===== src/rtl/reaction_timer_pkg.sv =====
// Shared state encodings, LFSR constants and BCD helpers for the reaction timer.
package reaction_timer_pkg;

  localparam int unsigned STATE_W = 3;
  localparam logic [STATE_W-1:0] ST_IDLE  = 3'd0;
  localparam logic [STATE_W-1:0] ST_DELAY = 3'd1;
  localparam logic [STATE_W-1:0] ST_RUN   = 3'd2;
  localparam logic [STATE_W-1:0] ST_SHOW  = 3'd3;
  localparam logic [STATE_W-1:0] ST_CHEAT = 3'd4;

  // x^16 + x^14 + x^13 + x^11 + 1, shifting left with feedback into bit 0
  localparam int unsigned        LFSR_W    = 16;
  localparam logic [LFSR_W-1:0]  LFSR_SEED = 16'hACE1;
  localparam logic [LFSR_W-1:0]  LFSR_TAPS = 16'hB400;

  localparam int unsigned DELAY_W    = 13;
  localparam int unsigned DELAY_BASE = 1000;
  localparam int unsigned BCD_MAX    = 9999;

  typedef struct packed {
    logic [3:0] d3;
    logic [3:0] d2;
    logic [3:0] d1;
    logic [3:0] d0;
  } bcd_t;

  function automatic logic [LFSR_W-1:0] lfsr_step(input logic [LFSR_W-1:0] s);
    return {s[LFSR_W-2:0], ^(s & LFSR_TAPS)};
  endfunction

  function automatic bcd_t to_bcd(input int unsigned v);
    bcd_t b;
    b.d0 = 4'(v % 10);
    b.d1 = 4'((v / 10) % 10);
    b.d2 = 4'((v / 100) % 10);
    b.d3 = 4'((v / 1000) % 10);
    return b;
  endfunction

  localparam bcd_t BCD_MAX_VAL = to_bcd(BCD_MAX);

  // Decimal increment with ripple carry; 9999 wraps to 0000 (callers saturate first).
  function automatic bcd_t bcd_inc(input bcd_t b);
    bcd_t r;
    r = b;
    if (b.d0 != 4'd9) begin
      r.d0 = b.d0 + 4'd1;
    end else begin
      r.d0 = 4'd0;
      if (b.d1 != 4'd9) begin
        r.d1 = b.d1 + 4'd1;
      end else begin
        r.d1 = 4'd0;
        if (b.d2 != 4'd9) begin
          r.d2 = b.d2 + 4'd1;
        end else begin
          r.d2 = 4'd0;
          r.d3 = (b.d3 == 4'd9) ? 4'd0 : b.d3 + 4'd1;
        end
      end
    end
    return r;
  endfunction

endpackage


===== src/rtl/ms_tick_gen.sv =====
// Millisecond prescaler: one-cycle tick every CLK_DIV enabled cycles.
module ms_tick_gen #(
  parameter int unsigned CLK_DIV = 50000
) (
  input  logic clk,
  input  logic rst,
  input  logic clear,
  input  logic enable,
  output logic tick
);

  localparam int unsigned CNT_W = $clog2(CLK_DIV);

  logic [CNT_W-1:0] r_cnt;
  logic             w_wrap;

  assign w_wrap = (r_cnt == CNT_W'(CLK_DIV - 1));
  assign tick   = enable && w_wrap;

  // Counter idles at zero whenever the timer is not waiting or timing.
  always_ff @(posedge clk or posedge rst) begin
    if (rst) begin
      r_cnt <= '0;
    end else if (clear || !enable || w_wrap) begin
      r_cnt <= '0;
    end else begin
      r_cnt <= r_cnt + CNT_W'(1);
    end
  end

endmodule


===== src/rtl/reaction_timer_ctrl.sv =====
// Reaction timer: random 1.0-5.1 s wait, then ms-resolution BCD timing of the player's press.
module reaction_timer_ctrl
  import reaction_timer_pkg::*;
#(
  parameter int unsigned CLK_DIV = 50000
) (
  input  logic       clk,
  input  logic       rst,
  input  logic       start,
  input  logic       react,
  output logic       go_led,
  output logic [3:0] bcd0,
  output logic [3:0] bcd1,
  output logic [3:0] bcd2,
  output logic [3:0] bcd3,
  output logic       cheat,
  output logic       overflow
);

  logic [STATE_W-1:0] r_state;
  logic [STATE_W-1:0] w_state_nxt;
  logic [LFSR_W-1:0]  r_lfsr;
  logic [DELAY_W-1:0] r_delay;
  logic [DELAY_W-1:0] w_delay_nxt;
  bcd_t               r_digits;
  bcd_t               w_digits_nxt;
  logic               r_go;
  logic               w_go_nxt;
  logic               r_cheat;
  logic               w_cheat_nxt;
  logic               r_ovf;
  logic               w_ovf_nxt;
  logic               w_tick;
  logic               w_tick_en;
  logic               w_tick_clr;

  assign w_tick_en = (r_state == ST_DELAY) || (r_state == ST_RUN);

  ms_tick_gen #(
    .CLK_DIV(CLK_DIV)
  ) u_tick (
    .clk   (clk),
    .rst   (rst),
    .clear (w_tick_clr),
    .enable(w_tick_en),
    .tick  (w_tick)
  );

  // Free-running random source; sampled only when a trial starts.
  always_ff @(posedge clk or posedge rst) begin
    if (rst) begin
      r_lfsr <= LFSR_SEED;
    end else begin
      r_lfsr <= lfsr_step(r_lfsr);
    end
  end

  always_comb begin
    w_state_nxt  = r_state;
    w_delay_nxt  = r_delay;
    w_digits_nxt = r_digits;
    w_go_nxt     = r_go;
    w_cheat_nxt  = r_cheat;
    w_ovf_nxt    = r_ovf;
    w_tick_clr   = 1'b0;
    case (r_state)
      ST_IDLE, ST_SHOW, ST_CHEAT: begin
        if (start) begin
          w_state_nxt  = ST_DELAY;
          w_digits_nxt = '0;
          w_cheat_nxt  = 1'b0;
          w_ovf_nxt    = 1'b0;
          w_delay_nxt  = DELAY_W'(DELAY_BASE) + DELAY_W'(r_lfsr[11:0]);
          w_tick_clr   = 1'b1;
        end
      end
      ST_DELAY: begin
        // An early press beats a terminal tick arriving in the same cycle.
        if (react) begin
          w_state_nxt  = ST_CHEAT;
          w_cheat_nxt  = 1'b1;
          w_go_nxt     = 1'b0;
          w_digits_nxt = '0;
        end else if (w_tick) begin
          if (r_delay <= DELAY_W'(1)) begin
            w_state_nxt = ST_RUN;
            w_go_nxt    = 1'b1;
            w_tick_clr  = 1'b1;
          end else begin
            w_delay_nxt = r_delay - DELAY_W'(1);
          end
        end
      end
      ST_RUN: begin
        // A press freezes the count; a coincident tick is not counted.
        if (react) begin
          w_state_nxt = ST_SHOW;
          w_go_nxt    = 1'b0;
        end else if (w_tick) begin
          if (r_digits == BCD_MAX_VAL) begin
            w_state_nxt = ST_SHOW;
            w_go_nxt    = 1'b0;
            w_ovf_nxt   = 1'b1;
          end else begin
            w_digits_nxt = bcd_inc(r_digits);
          end
        end
      end
      default: begin
        w_state_nxt = ST_IDLE;
        w_go_nxt    = 1'b0;
      end
    endcase
  end

  always_ff @(posedge clk or posedge rst) begin
    if (rst) begin
      r_state  <= ST_IDLE;
      r_delay  <= '0;
      r_digits <= '0;
      r_go     <= 1'b0;
      r_cheat  <= 1'b0;
      r_ovf    <= 1'b0;
    end else begin
      r_state  <= w_state_nxt;
      r_delay  <= w_delay_nxt;
      r_digits <= w_digits_nxt;
      r_go     <= w_go_nxt;
      r_cheat  <= w_cheat_nxt;
      r_ovf    <= w_ovf_nxt;
    end
  end

  assign go_led   = r_go;
  assign cheat    = r_cheat;
  assign overflow = r_ovf;
  assign bcd0     = r_digits.d0;
  assign bcd1     = r_digits.d1;
  assign bcd2     = r_digits.d2;
  assign bcd3     = r_digits.d3;

endmodule

===== config.mk =====
export PLATFORM = sky130hd
export DESIGN_NAME = reaction_timer_ctrl
export DESIGN_NICKNAME = d
export VERILOG_FILES = /design/src/rtl/reaction_timer_pkg.sv /design/src/rtl/ms_tick_gen.sv /design/src/rtl/reaction_timer_ctrl.sv
export SDC_FILE = /design/constraint.sdc
export NUM_CORES = 1
export LEC_CHECK = 0
export CAP_MARGIN = 10
export CORE_MARGIN = 2
export CORE_UTILIZATION = 40
export DETAILED_ROUTE_END_ITERATION = 7
export GPL_TIMING_DRIVEN = 1
export PLACE_DENSITY = 0.59
export SLEW_MARGIN = 20
export SYNTH_ARGS = -nofsm -noshare
export SYNTH_HDL_FRONTEND = slang
export SYNTH_HIERARCHICAL = 1
export SYNTH_SLANG_ARGS = --single-unit

===== constraint.sdc =====
create_clock -name clk -period 3.55 [get_ports clk]
set_input_delay 0.5325 -clock clk [delete_from_list [all_inputs] [get_ports clk]]
set_output_delay 0.5325 -clock clk [all_outputs]
set_load 0.01 [all_outputs]

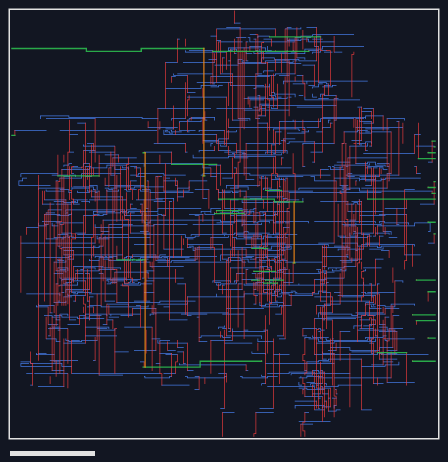
Fig. 1. Signal wires by layer (run 1).
The bar under the picture is 20 um long.
- green: metal 3 (wire length 249 um)
- orange: metal 4 (wire length 94.5 um)
- red: metal 2 (wire length 3,510 um)
- blue: metal 1 (wire length 3,810 um)

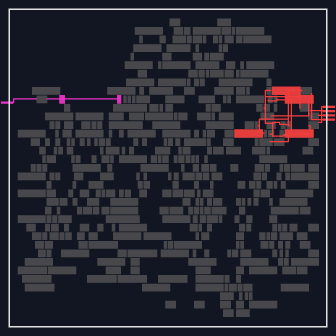
Fig. 2. Port wiring (run 1).
- magenta: rst (bits 1; direction input; edge west; end cells 2; buffers 1; wire 32.0 um)
- red: bcd0 (bits 4; direction output; edge east; end cells 4; buffers 4; wire 163 um)
Port Buffer Count: 22
# IOs: 23

==> Slide: Implementation Results, run 1 <==
Physical Implementation Snapshot

Outcome
  – Status: completed

Hold path
  – Worst Hold Depth: 0
  – Worst Hold Path EP: r_lfsr[15]

Power and ir drop
  – Clock group: 0.845 mW
  – Leakage: about 1.8 nW

Layout
  – Inverter count: 16
  – Comb. cell area: 0.00189 mm2
  – Non-CTS buffers: 27

Synth
  – Yosys Instances: 384
  – Mean post-synth cell area: 9.70 um2
  – Xor/xnor share of the synthesized area: roughly 5.6%
  – Most numerous cell in the Yosys netlist: dfrtp_1
  – Nets at Floorplan: 400
  – Leading area contributor after synthesis: dfrtp_1

Final timing
  – Fmax: 0.312 GHz
  – Worst setup margin: 0.341 ns
  – Final worst path period need: approximately 3.2 ns

Critical path
  – Cell family with most CP delay: simple AND/OR/NAND/NOR gates
  – Worst flop-to-flop path startpoint: r_state[2]
  – CP startpoint kind: flop
  – Worst path bufs/invs: 1
  – Max incr delay on CP: 0.49 ns

Routing
  – Routed WL per cell: 14.7 um
  – Vias per inst: approximately 5.4

Clock network
  – Clk slew on worst S/H paths: 0.08 ns

Floorplan
  – Number of well taps: between 100 and 150
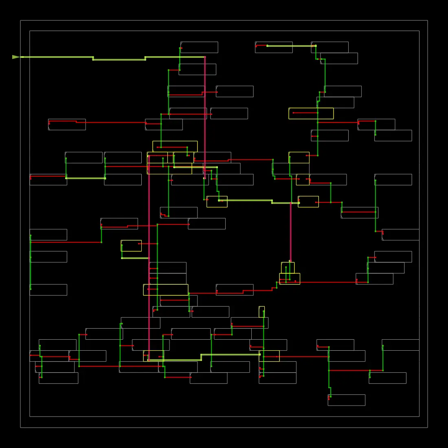
Fig. 3. Clock nets (run 1).
total CTS buffers: 9
clk latency late pin: 0.35 ns
Final Skew: 0.00622 ns

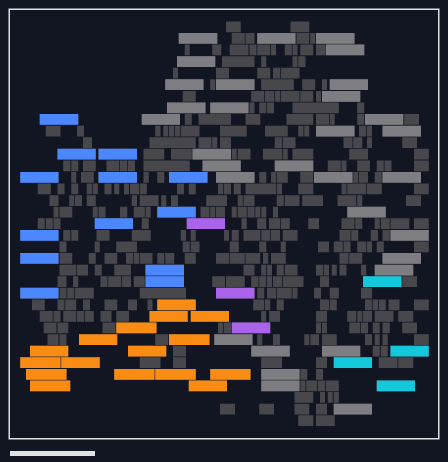
Fig. 4. Where the registers sit (run 1).
The bar under the picture is 20 um long. Other sequential cells in the stronger grey, the rest of the logic in the fainter grey.
- blue: r_delay (flops 13; where west)
- purple: r_state (flops 3)
- cyan: bcd2 (flops 4; where south-east)
- orange: r_lfsr (flops 16)
- not coloured: 31
sequential power: 0.954 mW
utilization after layout: 46.9%
Seq/total area: 39.3%
Storage cell area: 0.00169 mm2

## Run 2: what changed since run 1
--- a/config.mk
+++ b/config.mk
@@ -11,6 +11,7 @@
 export DETAILED_ROUTE_END_ITERATION = 7
 export GPL_TIMING_DRIVEN = 1
 export PLACE_DENSITY = 0.59
+export SKIP_CTS_REPAIR_TIMING = 1
 export SLEW_MARGIN = 20
 export SYNTH_ARGS = -nofsm -noshare
 export SYNTH_HDL_FRONTEND = slang
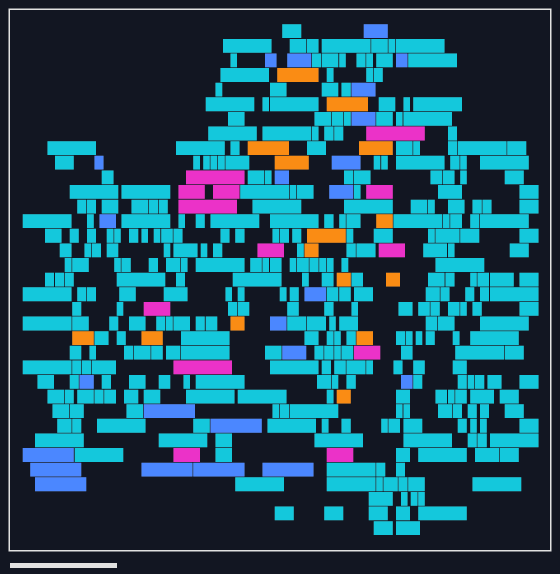
Fig. 5. Cell sizes after repair (run 2).
The bar under the picture is 20 um long.
- orange: _3 and _4 cells (cells 15; share 3.6%)
- magenta: _6 and larger (cells 13; share 3.2%)
- cyan: _0 and _1 cells (cells 359; share 87%)
- blue: _2 cells (cells 24; share 5.8%)

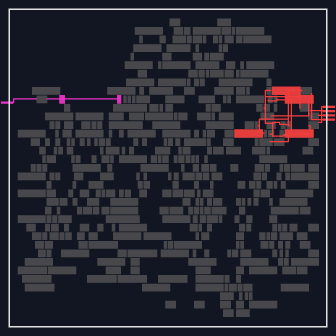
Fig. 6. Port wiring (run 2).
- red: bcd0 (bits 4; direction output; edge east; end cells 4; buffers 4; wire 163 um)
- magenta: rst (bits 1; direction input; edge west; end cells 2; buffers 1; wire 32.0 um)

==> run 2 against run 1 <==
Compared with the run above: wire length unchanged; utilization did not move; synthesized cell count did not move; flip-flop count did not move; setup slack stayed put; sequential share of layout area unchanged; hold slack stayed put; area after synthesis did not move; die area is the same; critical endpoint unchanged; register-to-register slack barely moved; largest cell class unchanged; cell count did not move.
==> Slide: Implementation Results, run 2 <==
Physical Implementation Snapshot

Layout
  – Seq/total area: 39.3%
  – Utilization after layout: between 40% and 50%
  – Inverter count: 16
  – Storage cell area: 0.00169 mm2
  – Comb. cell area: around 0.0019 mm2

Critical path
  – Worst path bufs/invs: 1
  – Max incr delay on CP: 0.49 ns
  – CP startpoint kind: flop

Final timing
  – Final worst path period need: 3.21 ns
  – Fmax: between 0.3 and 0.4 GHz

Synth
  – Yosys Instances: 384
  – Xor/xnor share of the synthesized area: 5.64%
  – Mean post-synth cell area: 9.70 um2
  – Leading area contributor after synthesis: dfrtp_1
  – Nets at Floorplan: 400
  – Most numerous cell in the Yosys netlist: dfrtp_1

Power and ir drop
  – Clock group: 0.845 mW
  – Sequential power: 0.954 mW

Hold path
  – Worst Hold Depth: 0
  – Worst Hold Path EP: r_lfsr[15]

Routing
  – Vias per inst: 5.43
  – Routed WL per cell: approximately 15 um

Outcome
  – Status: completed

Clock network
  – Clk slew on worst S/H paths: around 0.08 ns
Fig. 7: run 2, clock nets
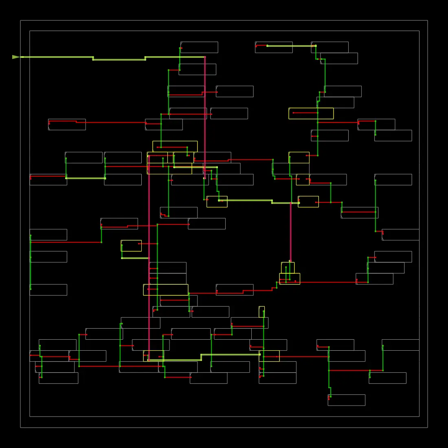

## Run 3: what changed since run 2
==> constraint.sdc (replaced) <==
create_clock -name clk -period 3.5 [get_ports clk]
set_input_delay 0.525 -clock clk [delete_from_list [all_inputs] [get_ports clk]]
set_output_delay 0.525 -clock clk [all_outputs]
set_load 0.01 [all_outputs]
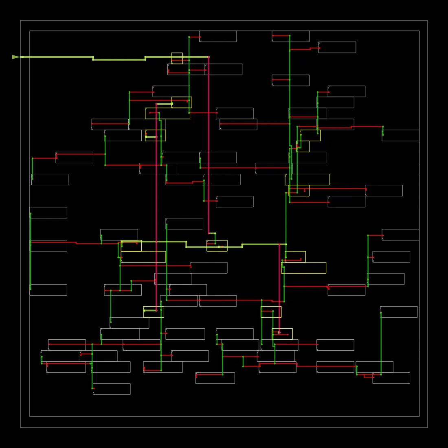
Fig. 8. Clock nets (run 3).
Final Skew: 0.00989 ns
Sink Count: 67
flop count: 67
CLK BUF: 10
Clock group: 0.889 mW

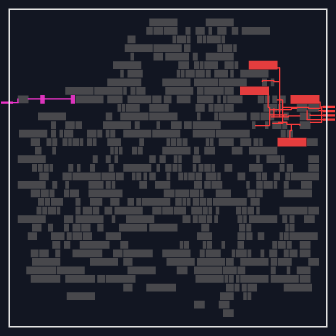
Fig. 9. Port wiring (run 3).

==> run 3 against run 2 <==
Compared with the run above: utilization grew 0.25 points; die area is the same; critical path depth shrank 1; sequential power grew 1%; sequential share of layout area shrank 0.20 points; flip-flop count is the same; wire length grew 2.6%; critical path type unchanged; largest power group unchanged.
==> Slide: Implementation Results, run 3 <==
Physical Implementation Snapshot

Synth
  – Most numerous cell in the Yosys netlist: dfrtp_1
  – Mean post-synth cell area: between 9 and 10 um2
  – Yosys Instances: between 300 and 400
  – AND-OR/OR-AND Cells, Area Fraction: 14.7%
  – Xor/xnor share of the synthesized area: 5.64%
  – Leading area contributor after synthesis: dfrtp_1
  – Nets at Floorplan: approximately 400

Critical path
  – CP startpoint kind: flop
  – Max incr delay on CP: ~0.49 ns
  – Cell family with most CP delay: simple AND/OR/NAND/NOR gates
  – Worst flop-to-flop path startpoint: u_tick/r_cnt[0]
  – Worst path bufs/invs: 0

Final timing
  – Final worst path period need: 3.16 ns
  – Fmax: 0.316 GHz
  – Worst setup margin: 0.338 ns

Routing
  – Routed WL per cell: 15.0 um

Layout
  – Non-CTS buffers: 29
  – Inverter count: 16
  – Seq/total area: 39.1%
  – Utilization after layout: a little under half

Outcome
  – Status: completed

Power and ir drop
  – Sequential power: approximately 0.97 mW
  – Leakage: 1.83 nW
  – Logic pwr share: 28.9%

Clock network
  – Total CTS buffers: 9
  – Clk slew on worst S/H paths: 0.08 ns
  – Clk latency late pin: 0.35 ns

Floorplan
  – # IOs: 23

Place
  – Port Buffer Count: 22

Hold path
  – Worst Hold Depth: 0
  – Worst Hold Path EP: r_lfsr[15]
Power and IR drop assume default switching activity.
